--- config.mk ---
export PLATFORM = sky130hd
export DESIGN_NAME = par2ser_feeder
export DESIGN_NICKNAME = d
export VERILOG_FILES = /design/src/rtl/par2ser_pkg.sv /design/src/rtl/par2ser_bitcnt.sv /design/src/rtl/par2ser_feeder.sv
export SDC_FILE = /design/constraint.sdc
export NUM_CORES = 1
export LEC_CHECK = 0
export ABC_AREA = 1
export CORE_UTILIZATION = 52
export DETAILED_ROUTE_END_ITERATION = 8
export PLACE_DENSITY_LB_ADDON = 0.3
export SLEW_MARGIN = 30
export SYNTH_ARGS = -nofsm -noshare
export SYNTH_HDL_FRONTEND = slang
export SYNTH_SLANG_ARGS = --single-unit
--- constraint.sdc ---
create_clock -name clk -period 1.95 [get_ports clk]
set_input_delay 0.195 -clock clk [delete_from_list [all_inputs] [get_ports clk]]
set_output_delay 0.195 -clock clk [all_outputs]
set_load 0.01 [all_outputs]
--- src/rtl/par2ser_pkg.sv ---
// Shared types and sizing helpers for the par2ser_feeder front end.
package par2ser_pkg;

  typedef enum logic [1:0] {
    IDLE  = 2'd0,
    SHIFT = 2'd1,
    GAP   = 2'd2
  } state_t;

  localparam int GAP_W = 8;

  // Bit counter width: must hold WIDTH+1 (parity build) with headroom.
  function automatic int cnt_w(input int width);
    return $clog2(width + 2);
  endfunction

endpackage

--- src/rtl/par2ser_bitcnt.sv ---
// Loadable down-counter; tc flags the final count (cnt == 1).
module par2ser_bitcnt #(
  parameter int W = 4
) (
  input  logic         clk,
  input  logic         rst_n,
  input  logic         load,
  input  logic [W-1:0] load_val,
  input  logic         dec,
  output logic         tc
);

  logic [W-1:0] cnt;

  always_ff @(posedge clk or negedge rst_n) begin
    if (!rst_n) begin
      cnt <= '0;
    end else if (load) begin
      cnt <= load_val;
    end else if (dec && (cnt != '0)) begin
      cnt <= cnt - 1'b1;
    end
  end

  assign tc = (cnt == W'(1));

endmodule

--- src/rtl/par2ser_feeder.sv ---
// Parallel-to-serial feeder for the serial shift-register chain.
// Optional build macro PAR2SER_PARITY_EN appends one even-parity bit per word.
module par2ser_feeder
  import par2ser_pkg::*;
#(
  parameter int WIDTH      = 8,
  parameter bit MSB_FIRST  = 1'b1,
  parameter int GAP_CYCLES = 0
) (
  input  logic             clk,
  input  logic             rst_n,
  input  logic [WIDTH-1:0] in_data,
  input  logic             in_valid,
  output logic             in_ready,
  output logic             ser_dout,
  output logic             ser_shift_en,
  output logic             busy,
  output logic             done
);

`ifdef PAR2SER_PARITY_EN
  localparam int NBITS = WIDTH + 1;
`else
  localparam int NBITS = WIDTH;
`endif
  localparam int               CNT_W    = cnt_w(WIDTH);
  localparam logic [CNT_W-1:0] BIT_LOAD = CNT_W'(NBITS);
  localparam logic [GAP_W-1:0] GAP_LOAD = GAP_W'(GAP_CYCLES);
  localparam bit               HAS_GAP  = (GAP_CYCLES > 0);

  state_t           state;
  logic [NBITS-1:0] shadow;
  logic [NBITS-1:0] word_seq;
  logic             rdy_en;
  logic             accept;
  logic             bit_last;
  logic             gap_last;

  // Put the word in transmit order so the shadow always shifts out of its top bit.
  function automatic logic [WIDTH-1:0] order_bits(input logic [WIDTH-1:0] d);
    logic [WIDTH-1:0] r;
    r = '0;
    for (int i = 0; i < WIDTH; i++) r[i] = d[WIDTH-1-i];
    return MSB_FIRST ? d : r;
  endfunction

  always_comb begin
`ifdef PAR2SER_PARITY_EN
    word_seq = {order_bits(in_data), ^in_data};
`else
    word_seq = order_bits(in_data);
`endif
  end

  // rdy_en holds in_ready low through the first edge after reset release.
  assign in_ready = rdy_en & ((state == IDLE) |
                              (!HAS_GAP & (state == SHIFT) & bit_last));
  assign accept   = in_valid & in_ready;

  par2ser_bitcnt #(.W(CNT_W)) u_bitcnt (
    .clk      (clk),
    .rst_n    (rst_n),
    .load     (accept),
    .load_val (BIT_LOAD),
    .dec      (state == SHIFT),
    .tc       (bit_last)
  );

  par2ser_bitcnt #(.W(GAP_W)) u_gapcnt (
    .clk      (clk),
    .rst_n    (rst_n),
    .load     ((state == SHIFT) & bit_last & ~accept),
    .load_val (GAP_LOAD),
    .dec      (state == GAP),
    .tc       (gap_last)
  );

  always_ff @(posedge clk or negedge rst_n) begin
    if (!rst_n) begin
      state        <= IDLE;
      rdy_en       <= 1'b0;
      shadow       <= '0;
      ser_dout     <= 1'b0;
      ser_shift_en <= 1'b0;
      busy         <= 1'b0;
      done         <= 1'b0;
    end else begin
      rdy_en <= 1'b1;
      done   <= 1'b0;
      if (accept) begin
        // A reload from SHIFT is the back-to-back case: the finished word still signals done.
        done         <= (state == SHIFT);
        state        <= SHIFT;
        busy         <= 1'b1;
        ser_shift_en <= 1'b1;
        ser_dout     <= word_seq[NBITS-1];
        shadow       <= word_seq << 1;
      end else begin
        unique case (state)
          IDLE: begin
            ser_shift_en <= 1'b0;
            ser_dout     <= 1'b0;
            busy         <= 1'b0;
          end
          SHIFT: begin
            if (bit_last) begin
              done         <= 1'b1;
              ser_shift_en <= 1'b0;
              ser_dout     <= 1'b0;
              state        <= HAS_GAP ? GAP : IDLE;
              busy         <= HAS_GAP;
            end else begin
              ser_dout <= shadow[NBITS-1];
              shadow   <= shadow << 1;
            end
          end
          GAP: begin
            if (gap_last) begin
              state <= IDLE;
              busy  <= 1'b0;
            end
          end
          default: begin
            state        <= IDLE;
            busy         <= 1'b0;
            ser_shift_en <= 1'b0;
            ser_dout     <= 1'b0;
          end
        endcase
      end
    end
  end

endmodule

**Where the registers sit**

Other sequential cells in the stronger gray, the rest of the logic in the fainter gray.
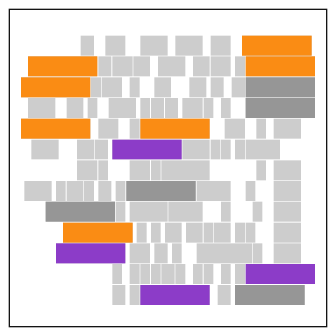
Purple stands for `u_bitcnt.cnt`, placed flops 4. Orange stands for `shadow`, placed flops 7.
Another 5 sequential cells are not colored.
flop share of the area: 40.1%
Seq. pwr: 0.582 mW

**Pin map**

Pins as bars across the die edge, other pins in gray.
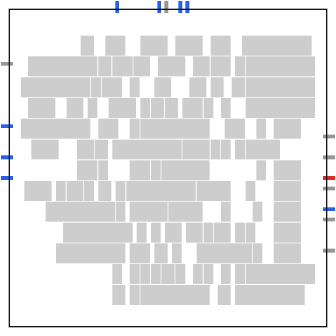
Red stands for `ser_shift_en`, pins 1, direction output, edge east. Blue stands for `in_data`, pins 8, direction input, edge 4 north, 3 west, 1 east.
All pins by edge: 7 east, 5 north, 4 west.
Die Y: 41.4 um
Die X-Extent: 41.4 um
IO Port Bufs: 15

==> ci_impl_report.md <==
## Implementation flow summary

| Metric | Value |
|---|---|
| Critical-path top delay cell | dfrtp_1 |
| RePlAce Congestion | around 0.76 |
| Clk tree area frac | under 10% |
| Crit path kind | reg2out |
| Largest logic family | simple AND/OR/NAND/NOR gates |
| Max Cap Viol | 0 |
| Critical path depth | 7 |
| Fraction of layout cells with a size suffix above 1 | 9.26% |
| All-Layer GR Usage | between 20% and 30% |
| Seq cells post-synth | 16 |
| Cts bufs inserted | 3 |
| GRT busiest layer | met2 |
| CLK BUF | 4 |
| Mux cell area share after synthesis | 0% |
| # Cells Yosys | 91 |
| GR Overflow Total | 0 |
| Avg Vias per Cell | between 5 and 6 |
| Synth async-reset ratio | 100% |
| Final total power | approximately 1.4 mW |
| Combinational share of power | 44.6% |
| Core area | roughly 1400 um^2 |
| Largest Register | shadow |
| Repair and plain buffers | 17 |
| Gate Area | about 340 um^2 |
| Die area | 1710 um^2 |
| Worst path cell trace | inv_1 > ha_1 > nand2_2 > nand2_8 > nand2_1 > inv_1 > dlymetal6s2s_1 |
| Fin crit share | between 80% and 90% |
| Worst Hold Slack | roughly 0.32 ns |
| CP delay by family, top | flip-flops |
| Biggest area cells | dfrtp_1, nand2_1, nand3_1 |
| Non-clock buffer share | 16.8% |
| Initial antenna violation count | 0 |
| WL met2 | 825 um |
| Worst Setup Slack, final | 0.370 ns |
| CTS Root Cell | clkbuf_4 |
| Worst EP required | ~1.8 ns |
| Fin crit period | 1.58 ns |
| Worst setup path startpoint | u_bitcnt.cnt[1]$_DFFE_PN0P_ |
| Post-Synth XOR/XNOR Area | 0% |
| CTS Hold Bufs | 0 |
| Layout Utilization | between 70 and 80% |
| Placed insts | 118 |
| Max clock buf depth | 2 |
| Post-DP HPWL | 1.06 mm |
| Top cells by count | nand2_1, dfrtp_1, nand3_1 |
| Final Instance Area | between 900 and 1000 um^2 |
| Number of fill cells | around 100 |
| Adder Share, Synth | between 3 and 4% |
| Initial Utilization | 59.1% |
| Final Max Tran Viols | 0 |
| #MultiIn Comb | slightly above 60 |
| Post-route ant nets | 0 |
| Largest register FFs | 7 |
| Yosys Warn Count | 0 |
| Sw power | between 0.5 and 0.6 mW |
| Worst R2R Setup Slack | 0.44 ns |
| 1st-iter DRT viols | 17 |
| Max_slew headroom | between 50% and 60% |
| H-tree depth | 1 |
| Unrepaired setup endpoints after global routing | no |
| Metal-1 WL | between 600 and 700 um |
| Chip Area, Yosys | between 800 and 900 um^2 |
| Largest area class, layout | registers |
| Status | complete, no violations |
| GR Util met2 | 37.9% |
| Via count | approximately 720 |
| CP Launch Type | register |
| Compound-Gate Fraction of Synth Area | under 10% |
| Synthesized cell area | between 800 and 900 um^2 |
| Post-synth EDFFs | 0 |
| Pre-CTS WS | 0.222 ns |
| CP max stage delay | around 0.38 ns |
| Seq. cell area | approximately 400 um^2 |
| Syn Inst Count | between 90 and 100 |
| Biggest regs | shadow x7, u_bitcnt.cnt x4 |
| CTS tree | done |
| Cell Rows | 13 |
| Fin Setup TNS | 0 ns |
| Synthesized area per cell | just under 9 um^2 |
| Total Routed Length | 1.59 mm |
| Taps Inserted | 15 |
| Ports | 16 |
| Tool Warnings | 27 |
| Leak | 0.507 nW |
| WL met3 | roughly 79 um |
| Worst r2r path cells | 8 |
**Routed metal, one color a layer**

Scale bar: 10 um.
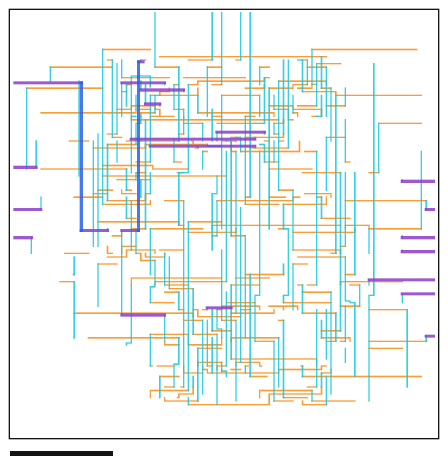
Cyan stands for M2, wire length 826 um. Blue stands for M4, wire length 30.6 um. Orange stands for M1, wire length 659 um. Purple stands for M3, wire length 79.3 um.

**Routed clock nets over the placement**

Scale bar: 10 um.
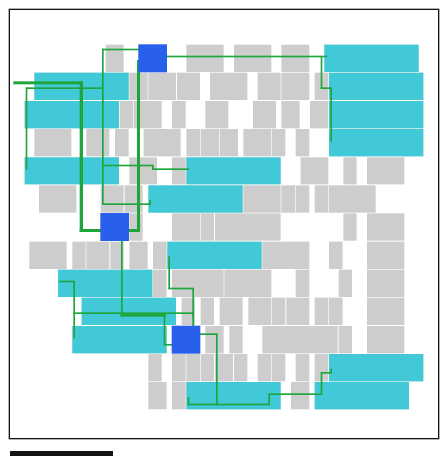
Green stands for clock wires, length 189 um. Cyan stands for flip-flops, count 16. Blue stands for clock-net drivers, count 3.
Position of the flops: spread over the die. There are 4 routed clock nets.
clock skew: 0.00371 ns
Clk pwr share: 15.1%

No activity file was given, so power comes from the tool's default toggle rates.
